File: src/rtl/debouncer_multi.sv
// Multi-channel key debouncer: 2-flop synchroniser, per-channel stability counter,
// debounced level plus registered one-cycle press/release strobes.
module debouncer_multi #(
   parameter int CHANNELS       = 4,
   parameter int CLK_FREQ_MHZ   = 50,
   parameter int GLITCH_TIME_NS = 100,
   parameter bit ACTIVE_LOW     = 1'b0
) (
   input  logic                clk_i,
   input  logic                rst_i,
   input  logic [CHANNELS-1:0] key_i,
   output logic [CHANNELS-1:0] key_state_o,
   output logic [CHANNELS-1:0] key_pressed_stb_o,
   output logic [CHANNELS-1:0] key_released_stb_o,
   output logic                any_pressed_stb_o
);

   localparam int WAIT_RAW   = GLITCH_TIME_NS * CLK_FREQ_MHZ / 1000;
   localparam int WAIT_TICKS = (WAIT_RAW < 1) ? 1 : WAIT_RAW;
   localparam int CNT_W      = (WAIT_TICKS < 2) ? 1 : $clog2(WAIT_TICKS);
   localparam logic [CNT_W-1:0] CNT_LAST = CNT_W'(WAIT_TICKS - 1);

   logic [CHANNELS-1:0] sync1_q, sync2_q, raw;
   logic [CHANNELS-1:0] state_q, state_d;
   logic [CHANNELS-1:0] press_q, press_d;
   logic [CHANNELS-1:0] release_q, release_d;
   logic [CNT_W-1:0]    cnt_q [CHANNELS];
   logic [CNT_W-1:0]    cnt_d [CHANNELS];

   // Inverting after the synchroniser keeps "1 = pressed" everywhere downstream.
   assign raw = sync2_q ^ {CHANNELS{ACTIVE_LOW}};

   always_comb begin
      state_d   = state_q;
      press_d   = '0;
      release_d = '0;
      for (int c = 0; c < CHANNELS; c++) begin
         cnt_d[c] = '0;
         if (raw[c] != state_q[c]) begin
            if (cnt_q[c] == CNT_LAST) begin
               state_d[c]   = raw[c];
               press_d[c]   = raw[c];
               release_d[c] = ~raw[c];
            end else begin
               cnt_d[c] = cnt_q[c] + CNT_W'(1);
            end
         end
      end
   end

   always_ff @(posedge clk_i) begin
      if (rst_i) begin
         sync1_q   <= {CHANNELS{ACTIVE_LOW}};
         sync2_q   <= {CHANNELS{ACTIVE_LOW}};
         state_q   <= '0;
         press_q   <= '0;
         release_q <= '0;
         for (int c = 0; c < CHANNELS; c++) cnt_q[c] <= '0;
      end else begin
         sync1_q   <= key_i;
         sync2_q   <= sync1_q;
         state_q   <= state_d;
         press_q   <= press_d;
         release_q <= release_d;
         for (int c = 0; c < CHANNELS; c++) cnt_q[c] <= cnt_d[c];
      end
   end

   assign key_state_o        = state_q;
   assign key_pressed_stb_o  = press_q;
   assign key_released_stb_o = release_q;
   assign any_pressed_stb_o  = |press_q;

endmodule

File: config.mk
export PLATFORM = sky130hd
export DESIGN_NAME = debouncer_multi
export DESIGN_NICKNAME = d
export VERILOG_FILES = /design/src/rtl/debouncer_multi.sv
export SDC_FILE = /design/constraint.sdc
export NUM_CORES = 1
export LEC_CHECK = 0
export ABC_AREA = 1
export ABC_CLOCK_PERIOD_IN_PS = 2150
export CAP_MARGIN = 40
export CELL_PAD_IN_SITES_DETAIL_PLACEMENT = 1
export CELL_PAD_IN_SITES_GLOBAL_PLACEMENT = 1
export CORE_UTILIZATION = 30
export DETAILED_ROUTE_END_ITERATION = 8
export PLACE_DENSITY_LB_ADDON = 0.1
export SLEW_MARGIN = 15
export SYNTH_ARGS = -nofsm -noshare
export SYNTH_HDL_FRONTEND = slang
export SYNTH_SLANG_ARGS = --single-unit
export TNS_END_PERCENT = 50
File: constraint.sdc
create_clock -name clk_i -period 2.15 [get_ports clk_i]
set_input_delay 0.43 -clock clk_i [delete_from_list [all_inputs] [get_ports clk_i]]
set_output_delay 0.43 -clock clk_i [all_outputs]
set_load 0.05 [all_outputs]
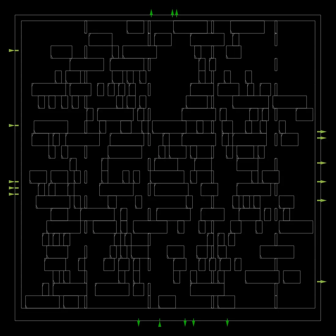
*Cell outlines without signal wires*
Tap Cells: 50
Seq/total area: 0.413

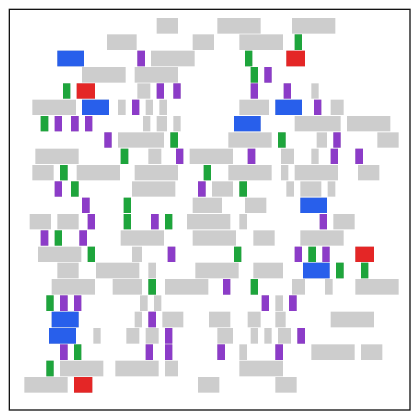
*Selected gate families*
Scale: 6 px per um.
colour	family	cells	most used
green	nor cells	26	nor2_1
purple	inv cells	41	inv_1
blue	fa/ha/maj cells	8	ha_1
red	xor and xnor cells	4	xnor2_1
combinational share of cell area: 0.282
Finished Layout Cells: 222
Top cell excl fill/tap: inv_1

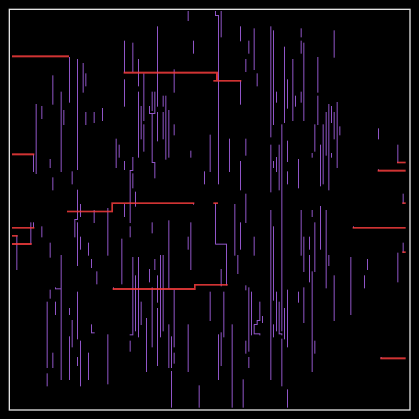
*Metal layers overlaid*
Scale: 6 px per um. Two of the layers only.
colour	layer	wire length
red	M3	101 um
purple	M2	1140 um
DR vias: 962
wire per inst: 10.3 um
total track usage: 0.126
Post-Route WL: 2290 um

==> reports/qor.txt <==
VDD IR max -> 0.382 mV
Reg2Reg Capture Point -> key_state_o[0]$_SDFFE_PP0P_
CP required -> 1720 ps
Reg power frac -> 0.582
# DRC -> 0
R2R depth -> 6
CTS Sinks -> 32
Period utilization -> 0.903
Post-Synth AOI/OAI Area -> 0
Top cells excl fill/tap -> inv_1 (40), dfxtp_1 (32), nor2_1 (26), nand2_1 (21), clkdlybuf4s50_1 (18)
Die Area -> 4430 um^2
FF-to-FF Start -> cnt_q[0][0]$_SDFF_PP0_
Cells in synth_stat.txt -> 150
Mapped cell area -> 1250 um^2
Clock period minus worst slack -> 1940 ps
Crit-path max FO -> 2
Reg-to-reg slack, setup -> 1090 ps
Post-Place Cells -> 217
Clock buf count -> 5
Seq_cells -> 32
Antenna-violating nets left -> 0
Hold Fails Final Rpt -> 0
Classification of the worst setup path -> flop to output pin
Area growth syn-to-layout -> 24.0%
Synth top cell by count -> inv_1
Worst EP arrival -> 1510 ps
Status -> completed
Dominant class by area -> flip-flops and latches
Buffering overhead -> 0.121
Synth warn -> 0
Seq/Total Area, Yosys -> 0.513
Maxcap violations -> 0
Bufs on Longest Clock Path -> 2
Routed metal-1 wire length -> 1000 um
CP top delay family -> buffers and inverters
ClkCell Share -> 0.0444
Final Total Pwr -> 1.04 mW
Hpwl dp -> 1820 um
Xor/xnor share -> 0.0280
CP startpoint -> key_pressed_stb_o[1]$_SDFF_PP0_
Post-CTS Resized -> 0
Vias per inst -> 4.33
Power figures rest on the tool's default switching activity, not on a simulated workload.
